[src/rtl/alu_shift_sequencer.sv]
// Multi-cycle shift controller: drives the shared one-bit-per-pass ALU shifter
// repeatedly, feeding each result back as the next operand until shamt passes are done.
module alu_shift_sequencer #(
  parameter int WIDTH   = 32,
  parameter int SHAMT_W = 5
) (
  input  logic               clk,
  input  logic               rst,
  input  logic               start,
  input  logic [1:0]         op,
  input  logic [WIDTH-1:0]   opnd,
  input  logic [SHAMT_W-1:0] shamt,
  input  logic               flush,
  input  logic [WIDTH-1:0]   alu_otp,
  output logic [WIDTH-1:0]   alu_a,
  output logic [WIDTH-1:0]   alu_b,
  output logic [5:0]         alufn,
  output logic               busy,
  output logic               done,
  output logic [WIDTH-1:0]   result,
  output logic               zero,
  output logic               err
);

  typedef enum logic [1:0] {
    IDLE  = 2'd0,
    SHIFT = 2'd1,
    DONE  = 2'd2
  } state_t;

  localparam logic [1:0]  OP_ILLEGAL = 2'b11;
  localparam logic [5:0]  ALUFN_PASS = 6'b000010;
  localparam logic [3:0]  ALUFN_SHIFT_HI = 4'b0010;

  state_t             state, state_next;
  logic [WIDTH-1:0]   acc, acc_next;
  logic [SHAMT_W-1:0] cnt, cnt_next;
  logic [1:0]         op_r, op_r_next;
  logic               err_next;
  logic               load_result;

  // load_result marks every transition into DONE so result/zero capture the
  // final accumulator value in the same edge that enters DONE.
  always_comb begin
    state_next  = state;
    acc_next    = acc;
    cnt_next    = cnt;
    op_r_next   = op_r;
    err_next    = err;
    load_result = 1'b0;
    case (state)
      IDLE: begin
        if (start) begin
          acc_next  = opnd;
          op_r_next = op;
          if (op == OP_ILLEGAL) begin
            err_next    = 1'b1;
            cnt_next    = '0;
            state_next  = DONE;
            load_result = 1'b1;
          end else begin
            err_next = 1'b0;
            cnt_next = shamt;
            if (shamt == '0) begin
              state_next  = DONE;
              load_result = 1'b1;
            end else begin
              state_next = SHIFT;
            end
          end
        end
      end
      SHIFT: begin
        if (flush) begin
          state_next = IDLE;
        end else begin
          acc_next = alu_otp;
          cnt_next = cnt - SHAMT_W'(1);
          if (cnt == SHAMT_W'(1)) begin
            state_next  = DONE;
            load_result = 1'b1;
          end
        end
      end
      DONE: begin
        state_next = IDLE;
      end
      default: begin
        state_next = IDLE;
      end
    endcase
  end

  always_ff @(posedge clk or posedge rst) begin
    if (rst) begin
      state  <= IDLE;
      acc    <= '0;
      cnt    <= '0;
      op_r   <= '0;
      err    <= 1'b0;
      result <= '0;
      zero   <= 1'b0;
    end else begin
      state <= state_next;
      acc   <= acc_next;
      cnt   <= cnt_next;
      op_r  <= op_r_next;
      err   <= err_next;
      if (load_result) begin
        result <= acc_next;
        zero   <= (acc_next == '0);
      end
    end
  end

  // A flush landing in DONE suppresses the pulse so the aborted op never reports.
  always_comb begin
    alu_a = acc;
    alu_b = WIDTH'(1);
    alufn = (state == SHIFT) ? {ALUFN_SHIFT_HI, op_r} : ALUFN_PASS;
    busy  = (state != IDLE);
    done  = (state == DONE) && !flush;
  end

endmodule

[config.mk]
export PLATFORM = sky130hd
export DESIGN_NAME = alu_shift_sequencer
export DESIGN_NICKNAME = d
export VERILOG_FILES = /design/src/rtl/alu_shift_sequencer.sv
export SDC_FILE = /design/constraint.sdc
export NUM_CORES = 1
export LEC_CHECK = 0
export CORE_MARGIN = 3
export CORE_UTILIZATION = 45
export CTS_CLUSTER_SIZE = 14
export DETAILED_ROUTE_END_ITERATION = 8
export GPL_TIMING_DRIVEN = 0
export PLACE_DENSITY_LB_ADDON = 0.12
export SLEW_MARGIN = 5
export SYNTH_ARGS = -nofsm -noshare
export SYNTH_HDL_FRONTEND = slang
export SYNTH_SLANG_ARGS = --single-unit
[constraint.sdc]
create_clock -name clk -period 5 [get_ports clk]
set_clock_uncertainty 0.1 [all_clocks]
set_input_delay 1 -clock clk [delete_from_list [all_inputs] [get_ports clk]]
set_output_delay 1 -clock clk [all_outputs]
set_load 0.005 [all_outputs]
Figure 1. Cells colored by class.
Scale: 3 px per µm.
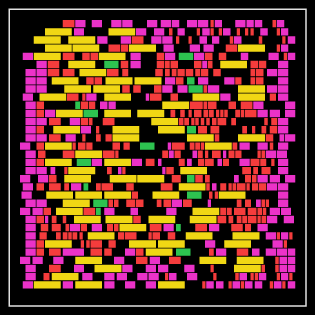
combinational and other logic -> red  # cells 267, share of their area 31%
clock drivers and dummy loads -> green  # cells 16, share of their area 3.0%
flops -> yellow  # cells 75, share of their area 34%
other buffers and delay cells -> magenta  # cells 202, share of their area 33%
floorplan core area: 8260 µm²
std cell rows: 33

Figure 2. Met3 routing.
Scale: 4 px per µm.
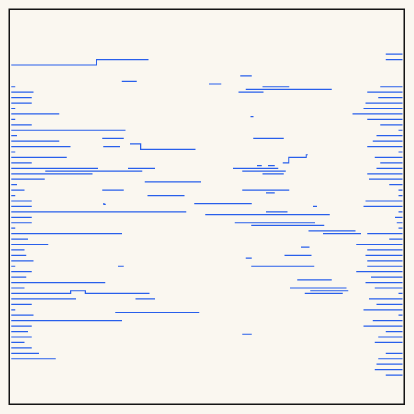
wire length on this layer = 1,200 µm
longest straight run = 43.5 µm
detailed-route via count: 3,501
total detailed-routing wirelength: 11,700 µm

==> impl_metrics.csv <==
group,metric,value,unit
status,outcome,"finished clean",
synthesis,ys_top_cells_by_area,"dfrtp_1 (49%), buf_4 (7.4%), mux2_2 (6.4%)",
sta,finalSetupViolations,0,
synthesis,ys_seq_elements,75,
sta,grt_setup_unrepaired,"false",
setup_path,crit_path_end,"done",
route,drt_drc_violations_left,0,
placed_design,post-place-ws,1280,ps
route,first_pass_iters,5,
floorplan,die.size.x,98.4,µm
global_routing,antenna_violations_before_repair,0,
setup_path,worstSetupPathType,"input pin to primary output",
synthesis,synth_top_area_share,48.8,%
placed_design,detailed_placement_hpwl,9090,µm
power_and_ir_drop,peak_supply_drop,0.000255,V
power_and_ir_drop,power.sequential.total,1030,µW
sta,worst_margin_slew,651,ps
synthesis,ys_warnings,0,
cts,clockRootBuffer,"clkbuf_8",
job,openroad.warnings,27,
cts,number_of_buffers_inserted_to_repair_setup_after_cts,0,
sta,post-route-min-period,3720,ps
synthesis,netlist_instances,366,
synthesis,most_instantiated_cells_after_synthesis,"dfrtp_1 (75), buf_4 (38), a21oi_1 (25)",
cells_and_area,post_route_cells_drive_above_1_share,17.1,%
cells_and_area,finish.net_count,632,
sta,layout_worst_path_cycle_share,74.4,%
synthesis,netlist.top_cell.by_area,"dfrtp_1",
setup_path,timing.critical_path.buf_inv,4,
cts,cts-buffers-inserted,9,
floorplan,number_of_top_level_design_ports,181,
global_routing,global_route.overflow_total,0,
setup_path,cp_slowest_cell,"clkdlybuf4s50_1",
setup_path,worstSetupPathDepth,5,
setup_path,cpLargestDelayFamily,"buffers and inverters",
power_and_ir_drop,switch_share,33.4,%
setup_path,critical_path.cell_chain,"clkdlybuf4s50_1 > buf_2 > buf_2 > nor3_1 > clkdlybuf4s50_1",
cts,cts-root-to-sink-buffers,2,
synthesis,synth-cells-yosys,366,
global_routing,grt_first_pass_wirelength,18200,µm
global_routing,grt_max_degree,41,
synthesis,synthArstFlopShare,100,%
cts,clkSlewWorstSetupHoldPaths,80,ps
synthesis,post-synth-top-count-cell,"dfrtp_1",
sta,fmax,269,MHz
setup_path,timing.rr.end,"result[25]",
power_and_ir_drop,clk-power,412,µW
setup_path,arrival,2620,ps
setup_path,crit_path_max_incr_delay,530,ps
floorplan,die_height,98.4,µm
floorplan,initial_core_util,46.5,%
setup_path,worstSetupEndpointType,"primary output",
power_and_ir_drop,pwr-share-comb,44.6,%
power_and_ir_drop,netSwitchingPower,870,µW
route,vias_per_cell,5.26,
cts,cts_tree,"yes",
floorplan,dieArea,9680,µm²
power_and_ir_drop,comb-power,1160,µW
synthesis,synth-edff-count,0,
cts,post_cts_resized,0,
power_and_ir_drop,seqPwrFrac,39.6,%
cells_and_area,antenna_cells,0,
hold_path,min_to,"result[13]",
route,drt-initial-drc-count,161,
setup_path,timing.rr.start,"cnt[1]",
hold_path,hp-start,"result[13]",
synthesis,yosys.stat.chipArea,3840,µm²
setup_path,startpoint,"flush",
hold_path,worst_hold_path_cells,1,
route,antenna_violating_nets_post_route,0,
synthesis,yosys.cell_types.count,47,
sta,timing.final.max_slew_violations,0,
cells_and_area,syn_to_final_growth,49.1,%
synthesis,synth.avg_cell_area,10.5,µm²
placed_design,place_congestion,0.821,
cts,cts.htree.levels,3,
power_and_ir_drop,leakage,0.00258,µW
setup_path,path_max_fanout,10,
sta,totalNegativeSetupSlack,0,ps
global_routing,number_of_global_route_vias_before_repair,3441,
synthesis,postSynth.topFlopCell,"dfrtp_1",
hold_path,min_delay_worst_type,"register to register",
cts,cts_hold_repair.buffers,0,
global_routing,globalRouteTotalUtil,24.1,%
synthesis,synth_seq_share,48.8,%
power_and_ir_drop,power-per-cell-area,455,nW/µm²
sta,setup_slack,1280,ps
setup_path,ff2ff_setup_slack,2400,ps
sta,final_hold_viol_count,0,
cts,clk-insertion-delay-late,350,ps
setup_path,worstPathRequired,3900,ps
synthesis,synthesis.area,3840,µm²
job,max-cap-violations,0,
sta,slew-limit-headroom,56.4,%
power_and_ir_drop,internal_power,1740,µW
setup_path,worst_setup_path_start_kind,"input pin",
power_and_ir_drop,power_frac_clock,15.8,%
setup_path,worstRegToRegCells,7,
cts,clkSinkCount,75,
placed_design,place.port_buffers,144,
power_and_ir_drop,power_leader,"combinational cells",
route,wl_per_cell,17.6,µm
Figure 3. Cell outlines without signal wires.
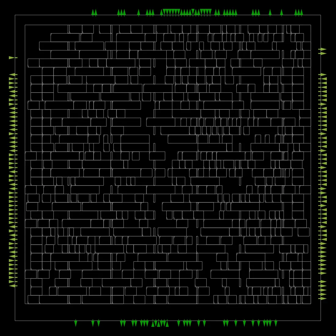
share of the core filled with cells: 69.4%
sequential fraction of total cell area: 32.8%
final non-filler cell total: 665

cells by family (layout without fill, tap and decap cells):
kind of cell | after synthesis | in the layout | share of synthesized area (%)
AND-OR/OR-AND | 101 | 101 | 17.6
adder cells (fa/ha/maj) | 2 | 2 | 0.651
buffers and inverters | 67 | 228 | 10.8
flip-flops | 75 | 75 | 48.8
multiplexers | 33 | 33 | 9.67
other | 2 | 35 | 0.195
AND/OR/NAND/NOR | 86 | 86 | 12.2
registers in the layout (all words and copies together), names as in the netlist:
signal and flops:
alu_a 32, result 32, cnt 5, op_r 2, state 2, err 1, zero 1
through the flow:
step	cell area, µm²	hold slack, ps	total power, µW	utilization, %	cells
global placement	5540	370	2170	67.1	648
global route	5730	412	2770	69.4	665
floorplan	3970	370	1500	-	399
CTS	5730	392	2630	69.4	665
finish	5730	393	2610	69.4	665
detailed placement	5560	377	2210	67.3	649
area by class of cell:
| cell class | count | area, µm² |
|---|---|---|
| fill | 669 | 2530 |
| sequential | 75 | 1880 |
| multi-input combinational | 257 | 1680 |
| timing repair buffer | 145 | 1460 |
| buffer | 57 | 377 |
| tap | 105 | 131 |
| clock buffer | 9 | 124 |
| clock inverter | 7 | 43.8 |
| inverter | 10 | 40.0 |
cell usage in the layout, fill, tap and decap left out, drive strengths merged, types with 6 or more instances in the layout:
master and count:
a21o 19, a21oi 25, a22oi 17, buf 52, clkbuf 15, clkdlybuf4s50 144
conb 35, dfrtp 75, inv 11, mux2 33, nand2 15, nand2b 6
nand3b 17, nor2 22, nor4 8, o21ai 15
layer usage:
layer	share of wire (%)	wire [µm]	GRT usage, %
met3	10	1200	7.57
met4	1.4	164	7.25
met1	41	4810	31.9
met2	47	5530	38.1
met5	0	0	0
Power figures rest on the tool's default switching activity, not on a simulated workload.
